Run 1, signal wires on met1:
Cells faint in the background.
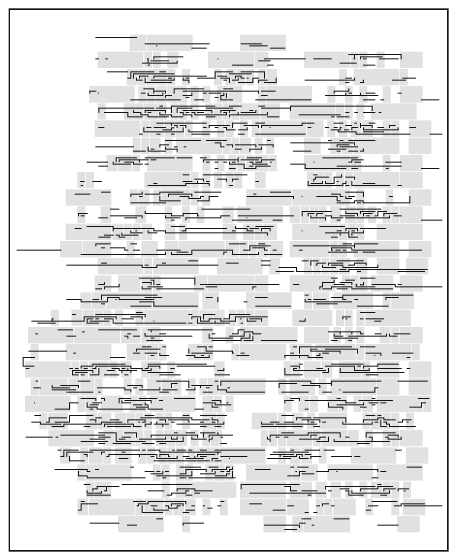
Run 1, the metal 2 layer:
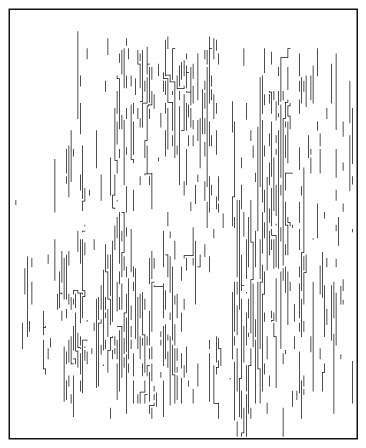
Run 1, metal 4:
Cells faint in the background.
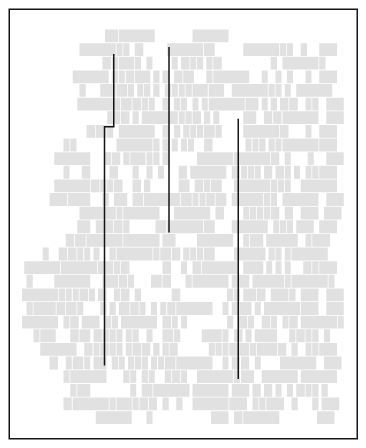
--- src/rtl/entry_defs.sv ---
`default_nettype none
// ============================================================================
//  Module      : entry_defs (package)
//  Description : Shared state encodings and BCD limit for the operand-entry
//                stage that feeds the two-digit BCD adder.
//  Revision    : 1.0 - initial release
// ============================================================================
package entry_defs;

    // Entry sequence; the encoding doubles as the LED/debug step value
    localparam logic [2:0] ST_A_TENS = 3'd0;
    localparam logic [2:0] ST_A_ONES = 3'd1;
    localparam logic [2:0] ST_B_TENS = 3'd2;
    localparam logic [2:0] ST_B_ONES = 3'd3;
    localparam logic [2:0] ST_READY  = 3'd4;

    // Largest legal decimal digit
    localparam logic [3:0] BCD_MAX   = 4'd9;

    // True when the nibble is a legal decimal digit
    function automatic logic is_bcd(input logic [3:0] digit);
        return (digit <= BCD_MAX);
    endfunction

endpackage : entry_defs
`default_nettype wire

--- src/rtl/key_debounce.sv ---
`default_nettype none
// ============================================================================
//  Module      : key_debounce
//  Description : Synchronises an active-low pushbutton, debounces it and
//                emits a single-cycle pulse on each debounced press.
//  Revision    : 1.0 - initial release
// ============================================================================
module key_debounce #(
    parameter int DEBOUNCE_CYCLES = 50000,
    parameter int CNT_W           = 16
) (
    input  logic clk,
    input  logic reset,
    input  logic key_n,
    output logic level,
    output logic press
);

    // Counter value reached on the last of DEBOUNCE_CYCLES opposite samples
    localparam logic [CNT_W-1:0] C_CNT_LAST = CNT_W'(DEBOUNCE_CYCLES - 1);

    logic             r_sync0;
    logic             r_sync1;
    logic             r_level;
    logic             r_press;
    logic [CNT_W-1:0] r_cnt;
    logic             w_raw;

    // Active-high view of the synchronised button
    assign w_raw = ~r_sync1;

    // Two-flop synchroniser; resets to the released (high) level
    always_ff @(posedge clk) begin
        if (reset) begin
            r_sync0 <= 1'b1;
            r_sync1 <= 1'b1;
        end else begin
            r_sync0 <= key_n;
            r_sync1 <= r_sync0;
        end
    end

    // Stability counter; flips the debounced level after enough opposite samples
    always_ff @(posedge clk) begin
        if (reset) begin
            r_level <= 1'b0;
            r_cnt   <= '0;
            r_press <= 1'b0;
        end else begin
            r_press <= 1'b0;
            if (w_raw == r_level) begin
                r_cnt <= '0;
            end else if (r_cnt == C_CNT_LAST) begin
                r_level <= w_raw;
                r_cnt   <= '0;
                // Only the released->pressed transition produces a pulse
                r_press <= w_raw;
            end else begin
                r_cnt <= r_cnt + 1'b1;
            end
        end
    end

    assign level = r_level;
    assign press = r_press;

endmodule : key_debounce
`default_nettype wire

--- src/rtl/bcd_operand_entry.sv ---
`default_nettype none
// ============================================================================
//  Module      : bcd_operand_entry
//  Description : Four-digit BCD operand entry (A tens, A ones, B tens,
//                B ones) with debounced ENTER/CLEAR keys; drives the
//                adder's a, b and cin from registers.
//  Revision    : 1.0 - initial release
// ============================================================================
module bcd_operand_entry
    import entry_defs::*;
#(
    parameter int DEBOUNCE_CYCLES = 50000,
    parameter int CNT_W           = 16
) (
    input  logic       clk,
    input  logic       reset,
    input  logic       key_enter_n,
    input  logic       key_clear_n,
    input  logic [3:0] sw,
    input  logic       sw_cin,
    output logic [7:0] a,
    output logic [7:0] b,
    output logic       cin,
    output logic       valid,
    output logic       err,
    output logic [2:0] step
);

    logic       w_enter_press;
    logic       w_clear_press;
    logic       w_enter_level;
    logic       w_clear_level;
    logic       w_unused_levels;

    logic [2:0] r_state;
    logic [7:0] r_a;
    logic [7:0] r_b;
    logic       r_cin;
    logic       r_valid;
    logic       r_err;

    key_debounce #(
        .DEBOUNCE_CYCLES (DEBOUNCE_CYCLES),
        .CNT_W           (CNT_W)
    ) u_enter_db (
        .clk   (clk),
        .reset (reset),
        .key_n (key_enter_n),
        .level (w_enter_level),
        .press (w_enter_press)
    );

    key_debounce #(
        .DEBOUNCE_CYCLES (DEBOUNCE_CYCLES),
        .CNT_W           (CNT_W)
    ) u_clear_db (
        .clk   (clk),
        .reset (reset),
        .key_n (key_clear_n),
        .level (w_clear_level),
        .press (w_clear_press)
    );

    // Debounced levels are not needed here; only the press pulses drive the FSM
    assign w_unused_levels = w_enter_level ^ w_clear_level;

    // Entry FSM with operand registers; CLEAR takes priority over ENTER
    always_ff @(posedge clk) begin
        if (reset || w_clear_press) begin
            r_state <= ST_A_TENS;
            r_a     <= 8'h00;
            r_b     <= 8'h00;
            r_cin   <= 1'b0;
            r_valid <= 1'b0;
            r_err   <= 1'b0;
        end else if (w_enter_press) begin
            if (r_state == ST_READY) begin
                // Press after a complete entry starts over without capturing
                r_state <= ST_A_TENS;
                r_a     <= 8'h00;
                r_b     <= 8'h00;
                r_cin   <= 1'b0;
                r_valid <= 1'b0;
                r_err   <= 1'b0;
            end else if (!is_bcd(sw)) begin
                r_err <= 1'b1;
            end else begin
                r_err <= 1'b0;
                case (r_state)
                    ST_A_TENS: begin
                        r_a[7:4] <= sw;
                        r_state  <= ST_A_ONES;
                    end
                    ST_A_ONES: begin
                        r_a[3:0] <= sw;
                        r_state  <= ST_B_TENS;
                    end
                    ST_B_TENS: begin
                        r_b[7:4] <= sw;
                        r_state  <= ST_B_ONES;
                    end
                    ST_B_ONES: begin
                        r_b[3:0] <= sw;
                        r_cin    <= sw_cin;
                        r_valid  <= 1'b1;
                        r_state  <= ST_READY;
                    end
                    default: begin
                        r_state  <= ST_A_TENS;
                    end
                endcase
            end
        end
    end

    assign a     = r_a;
    assign b     = r_b;
    assign cin   = r_cin;
    assign valid = r_valid;
    assign err   = r_err;
    assign step  = r_state;

endmodule : bcd_operand_entry
`default_nettype wire

--- config.mk ---
export PLATFORM = sky130hd
export DESIGN_NAME = bcd_operand_entry
export DESIGN_NICKNAME = d
export VERILOG_FILES = /design/src/rtl/entry_defs.sv /design/src/rtl/key_debounce.sv /design/src/rtl/bcd_operand_entry.sv
export SDC_FILE = /design/constraint.sdc
export NUM_CORES = 1
export LEC_CHECK = 0
export ABC_AREA = 1
export CORE_ASPECT_RATIO = 1.25
export CORE_MARGIN = 2
export CORE_UTILIZATION = 55
export CTS_BUF_LIST = sky130_fd_sc_hd__clkbuf_4
export DETAILED_ROUTE_END_ITERATION = 7
export PLACE_DENSITY = 0.82
export SLEW_MARGIN = 20
export SYNTH_ARGS = -nofsm -noshare
export SYNTH_HDL_FRONTEND = slang
export SYNTH_SLANG_ARGS = --single-unit
--- constraint.sdc ---
create_clock -name clk -period 2 [get_ports clk]
set_input_delay 0.2 -clock clk [delete_from_list [all_inputs] [get_ports clk]]
set_output_delay 0.2 -clock clk [all_outputs]
set_load 0.01 [all_outputs]
==> impl.org, run 1 <==
#+TITLE: Synthesis and PnR summary

** Global route
- For this run the aggregate overflow at the end of global routing stands at 0.
- GRT Max-Usage Layer :: met2
- Met2 demand-to-capacity share in global routing :: 0.370
- Global-route met1 utilization :: 0.236
- Via count of the first global-routing pass :: 2455
- The first global-routing pass estimated 10.1 mm of wire.
- Initial antenna violation count :: 0
- Entering global routing, the biggest net connects 20 pins.

** STA
- Hold-check failures listed in the final report amount to 0.
- The final report lists the setup-violating endpoint count as 0.
- After layout, the minimum clock period comes to 1.66 ns.
- In the final run the clock tree shows a worst skew of 0.0177 ns.
- Setup repair after global routing left no endpoint under its margin.
- The tightest hold path in the finished design has a slack of 0.342 ns.
- Post-route fraction of the period consumed by the critical path :: 0.829
- Max-slew check failures listed in the final report amount to 0.
- Summed over all failing endpoints, the final setup total negative slack is 0 ns.

** Synth
- Syn Inst Count :: 416
- Number of distinct standard cells referenced by the synthesized netlist :: 29
- Per the synthesis report, the AND-OR/OR-AND share of the synthesized area is 0.0738.
- Syn_nets :: 427
- Grouping non-sequential cells by family puts the most area in simple AND/OR/NAND/NOR gates.
- The share of the Yosys chip area taken by registers is 0.426.
- Post-synth mux share :: 0
- The synthesized design contains 62 register bits.
- The largest total area in the synthesized netlist belongs to sky130_fd_sc_hd__dfxtp_1.
- Fa+ha+maj area frac :: 0.00858
- The area fraction of the largest cell type after synthesis is 0.426.
- The cell-mix breakdown from Yosys lists the XOR/XNOR area share as 0.0300.

** Detailed routing
- After detailed routing, the met2 layer carries 2.70 mm of wire.
- Number of iterations in the first detailed-routing pass :: 4
- Using the TritonRoute via totals, the vias-per-cell ratio works out to 4.99.
- The final route contains 2589 vias.
- The detailed router reports a met3 wire length of 228 um.
- Highest metal layer with signal wires :: met4
- Total length of routed wires :: 5.61 mm
- Remaining routing DRC violations :: 0

** Floorplan
- Die height :: 85.4 um
- 31 I/O pins were placed.
- DIE WIDTH :: 69.1 um
- The chip occupies 0.00590 mm2.
- In the floorplan report the effective utilization is 0.574.
- Total core area :: 0.00508 mm2

** CTS
- Looking at the worst setup and hold paths, the clock pins of their registers show a slew of 0.10 ns.
- Number of cells upsized or downsized after cts :: 0
- TritonCTS built the clock tree.
- At the later pin of the worst-skew pair, clock insertion delay measures 0.42 ns.
- Clock Sinks :: 62
- CTS reports a maximum clock tree buffer depth of 2.
- Clock Root Buffer :: sky130_fd_sc_hd__clkbuf_4

** Layout
- Measured on the finished design, the core utilization comes to 0.662.
- Of the cells placed in the final design, the portion with a size suffix greater than 1 is 0.0853.
- The layout has 442 filler cells.
- In the layout the commonest cells are 99 x sky130_fd_sc_hd__nand2_1, 73 x sky130_fd_sc_hd__nor2_1, 62 x sky130_fd_sc_hd__dfxtp_1.
- According to the finish report, the design has a final net count of 463.

** Run
- Per the run summary, max-cap violations total 0.
- Tool warnings :: 26

** Critical path
- Per the STA report, the cell with the highest stage delay on the worst path is sky130_fd_sc_hd__clkdlybuf4s50_1.
- For flop-to-flop paths, the worst setup slack is 0.42 ns.
- Number of buffer and inverter instances along the worst setup path :: 1
- Type of the setup path with the least slack :: register to output pin
- CP Max Fanout :: 6
- Critical path capture point :: step[0]
- Worst Setup End Kind :: output pin
- Req. time, crit path :: 1.80 ns
- STA classifies the critical path startpoint as a register.
- Family with the most delay on the worst path :: buffers and inverters
- The worst register-to-register path ends at u_enter_db.r_cnt[3]$_SDFF_PP0_.
- The worst register-to-register path has a depth of 6.
- Cell chain of the critical path :: clkdlybuf4s50_1
- The worst register-to-register path begins at u_enter_db.r_cnt[0]$_SDFF_PP0_.

** Pwr
- The worst-case IR drop observed on VDD is 0.000340 V.
- The power report puts the leakage power at 1.23 nW.

** Min path
- Depth of the worst hold-timing path :: 3
- Looking at the hold checks, the worst path lands on cin$_SDFFE_PP0P_.
- Worst min-delay path category :: input pin to register

** Outcome
- The run finished with clean final reports.

** Place
- Final HPWL DP :: 4.18 mm
- RePlAce ended its routability-driven mode at a weighted congestion of 0.866.
Notes on 'signal wires on met1' above:
longest straight run: 16.1 um
wire length on this layer: 2530 um
nets with wire on the layer: 438
share of all routed wire: 45%
main direction: horizontal

Notes on 'the metal 2 layer' above:
longest straight run: 29.2 um
main direction: vertical
nets with wire on the layer: 350
wire length on this layer: 2700 um

Notes on 'metal 4' above:
main direction: vertical
wire length on this layer: 152 um
share of all routed wire: 2.7%
nets with wire on the layer: 2

[run 1: cells in the mapped netlist, drive strengths merged]
cell and n:
nand3b 1, or2 8, buf 4, o21ai 12
nor2 78, nand4 13, a21oi 31, nand2 104
clkbuf 2, dfxtp 62, inv 54, nor3 5
nand3 30, xor2 6, ha 2, xnor2 4
[run 1: per-stage QoR]
step                area (um2)  setup WS [ns]  std cells
global placement          3270          0.459        503
finish                    3360          0.342        519
detailed placement        3270          0.401        503
global route              3360          0.268        519
floorplan                 2920          0.657        416
CTS                       3360          0.321        519
[run 1: cells by family (layout without fill, tap and decap cells)]
kind of cell / after synthesis / after routing
compound gates: 43 / 43
xor+xnor: 10 / 10
buf+inv: 60 / 101
flops: 62 / 62
simple gates: 239 / 239
fa+ha+maj: 2 / 2
[run 1: flip-flops by register name, summed over array words and instances, names as in the netlist]
name                flops
a                       8
b                       8
cin                     1
err                     1
step                    3
u_clear_db.level        1
u_clear_db.press        1
u_clear_db.r_cnt       16
u_clear_db.r_sync0      1
u_clear_db.r_sync1      1
u_enter_db.level        1
u_enter_db.press        1
u_enter_db.r_cnt       16
u_enter_db.r_sync0      1
u_enter_db.r_sync1      1
valid                   1
[run 1: report_power, final]
| part | switching [mW] | internal (mW) | total (mW) |
|---|---|---|---|
| sequential | 0.00209 | 1.24 | 1.24 |
| clock | 0.437 | 0.234 | 0.671 |
| combinational | 0.0367 | 0.0262 | 0.0630 |
[run 1: final cells by class]
| class | instances | area, um2 | area share |
|---|---|---|---|
| timing repair buffer | 31 | 308 | 0.0915 |
| clock inverter | 7 | 31.3 | 0.00930 |
| tap | 62 | 77.6 | 0.0231 |
| multi-input combinational | 294 | 1440 | 0.427 |
| clock buffer | 9 | 67.6 | 0.0201 |
| sequential | 62 | 1240 | 0.369 |
| inverter | 54 | 203 | 0.0602 |
==> run 1 -> run 2 <==
==> constraint.sdc (replaced) <==
create_clock -name clk -period 1.72 [get_ports clk]
set_input_delay 0.172 -clock clk [delete_from_list [all_inputs] [get_ports clk]]
set_output_delay 0.172 -clock clk [all_outputs]
set_load 0.01 [all_outputs]
Run 2, cell area per tile:
The bar under the picture is 20 um long. 7 x 9 tiles, from dark blue (low) to red (high), 0 to 100% covered.
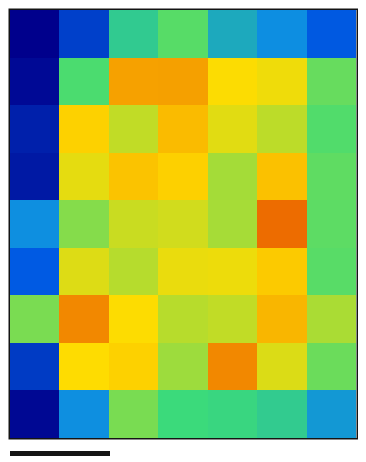
nearly empty tiles: 4.8%
mean over tiles: 56%
emptiest ninth of the die: north-west

Run 2, signal wires on met1:
Cells faint in the background.
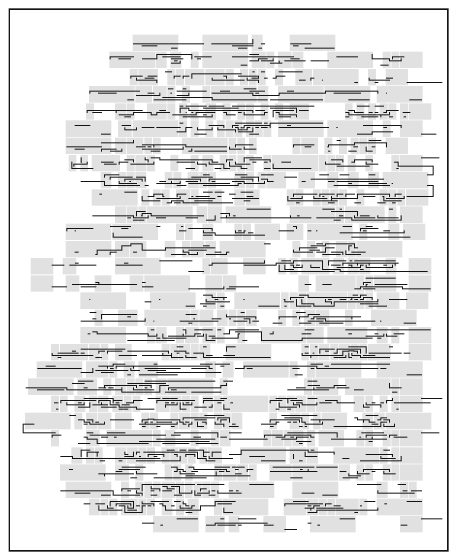
main direction: horizontal
wire length on this layer: 2550 um
share of all routed wire: 44%
longest straight run: 14.7 um
nets with wire on the layer: 425
detailed-route via count: 2656
global-route met1 utilization: 0.223
total length of routed wires: 5.77 mm

==> impl.org, run 2 <==
#+TITLE: Synthesis and PnR summary

** Critical path
- Family with the most delay on the worst path :: buffers and inverters
- Worst path slowest cell :: sky130_fd_sc_hd__clkdlybuf4s50_1
- CP Max Fanout :: 6
- The setup path with the least slack is of type register to output pin.
- Per the post-run analysis, buffers plus inverters along the critical path come to 1.
- Type of origin of the critical path :: register

** Synth
- Share of the yosys chip area belonging to registers :: 0.426
- Synthesis produced a netlist with a net count of 427.
- Yosys reported that registers with async set or reset make up 0.
- Of the total synthesized cell area, the portion taken by XOR and XNOR cells is 0.0300.
- FF+latch count, synth :: 62
- Counting flops with a built-in enable in the synthesized netlist gives 0.
- Of the total synthesized cell area, the portion taken by full adders, half adders and majority gates is 0.00858.
- Post-synth mux share :: 0
- After synthesis, the largest family of logic cells by area is simple AND/OR/NAND/NOR gates.
- The netlist uses 29 different library cells.
- Main flop type after synthesis :: sky130_fd_sc_hd__dfxtp_1

** Floorplan
- In this run the vertical extent of the chip is 85.4 um.
- The floorplan report lists the tap cell count as 62.
- In this run the full chip footprint comes out at 0.00590 mm2.
- Total core area :: 0.00508 mm2
- Number of ports placed on the die boundary :: 31

** Place
- Once placement completed, the tool counted placed cells totaling 504.
- Summed over all nets, the half-perimeter wirelength after detailed placement is 4.37 mm.
- Dpl cell area :: 0.00327 mm2
- Post-Place Worst Slack :: 0.182 ns

** Layout
- The layout has 54 inverters outside the clock class.
- The number of sequential cells reported for the layout is 62.
- Non-clock buffer count in the final layout :: 32
- # clk buffers :: 11
- Clock network contribution to total cell area :: 0.0322
- Registers with the most flip-flops :: u_clear_db.r_cnt (16), u_enter_db.r_cnt (16)
- After the last flow step, the layout net total stands at 464.
- Number of filler instances in the final layout :: 467
- Commonest cells after routing, fill and taps aside :: 99 x sky130_fd_sc_hd__nand2_1, 73 x sky130_fd_sc_hd__nor2_1, 62 x sky130_fd_sc_hd__dfxtp_1
- Top cell category :: logic gates
- The fraction of cell area in multi-input combinational cells is reported as 0.425.
- Final cell utilization of the core :: 0.666
- Non-clock buffer share of cell area :: 0.0932
- The layout report gives the register share of total cell area as 0.367.
- Summing all non-filler instances in the final layout gives an area of 0.00338 mm2.

** CTS
- At the later pin of the worst-skew pair, clock insertion delay measures 0.40 ns.
- Number of cells upsized or downsized after cts :: 0
- The registers of the reported paths see a clock transition of 0.10 ns.
- Maximum clock insertion buffer count :: 2
- Clock Root Buffer :: sky130_fd_sc_hd__clkbuf_4

** STA
- Post-layout minimum cycle time :: 1.65 ns
- Setup slack on the critical path of the routed design comes to 0.0712 ns.
- Sum Neg Setup Slack :: 0 ns
- Setup Viol. Count Final :: 0
- Setup repair after global routing left no endpoint under its margin.
- Fin Clk Skew :: 0.0160 ns

** Detailed routing
- The routed layout reports a DRC error count of 0.
- For this run, the detailed router reports a per-instance via density of 5.11.
- Number of iterations in the first detailed-routing pass :: 4

** Run
- Across all stage logs, warnings added up to 26.
- Across the run, the number of max-cap violations was 0.

** Pwr
- Leakage power :: 1.23 nW
- Across the VDD grid, the largest voltage drop is 0.000505 V.

** Global route
- The number of global-route vias before repair is 2450.
- The initial antenna violation count came to 0.

** Outcome
- Status :: finished clean
==> run 2: cell types whose count changed in the layout (fill, tap and decap cells not counted) <==
cell,delta
sky130_fd_sc_hd__clkbuf_4,+2
sky130_fd_sc_hd__clkinv_1,-2
sky130_fd_sc_hd__buf_4,+1
sky130_fd_sc_hd__clkinv_2,-1
sky130_fd_sc_hd__clkinvlp_4,+1
==> run 2: path summary, 6_finish.rpt <==
path,from,to,slack (ns),cells past startpoint
worst max-delay path,step[0]$_SDFFE_PP0P_,step[0],0.07,1
worst min-delay path,sw_cin,cin$_SDFFE_PP0P_,0.31,3
worst max register to register,u_enter_db.r_cnt[0]$_SDFF_PP0_,u_enter_db.r_cnt[4]$_SDFF_PP0_,0.20,6
worst min register to register,u_clear_db.r_sync0$_SDFF_PP1_,u_clear_db.r_sync1$_SDFF_PP1_,0.41,1
==> run 2: logic make-up after synthesis <==
kind of cell | after synthesis
buffers and inverters | 60
AND-OR/OR-AND | 43
flip-flops | 62
adder cells (fa/ha/maj) | 2
XOR/XNOR | 10
AND/OR/NAND/NOR | 239
==> run 2: metal layers <==
| layer | GRT usage | vias up | share of wire |
|---|---|---|---|
| met2 | 0.373 | 60 | 0.49 |
| met5 | 0 | - | 0 |
| met3 | 0.0344 | 17 | 0.035 |
| li1 | - | 1393 | - |
| met1 | 0.223 | 1186 | 0.44 |
| met4 | 0.132 | 0 | 0.030 |
==> run 2: report_power, final <==
part | switching, mW | leakage (nW) | total [mW] | internal [mW]
registers | 0.00273 | 0.500 | 1.44 | 1.44
clock network | 0.499 | 0.0641 | 0.817 | 0.318
logic | 0.0418 | 0.670 | 0.0737 | 0.0319
Power and IR drop assume default switching activity.
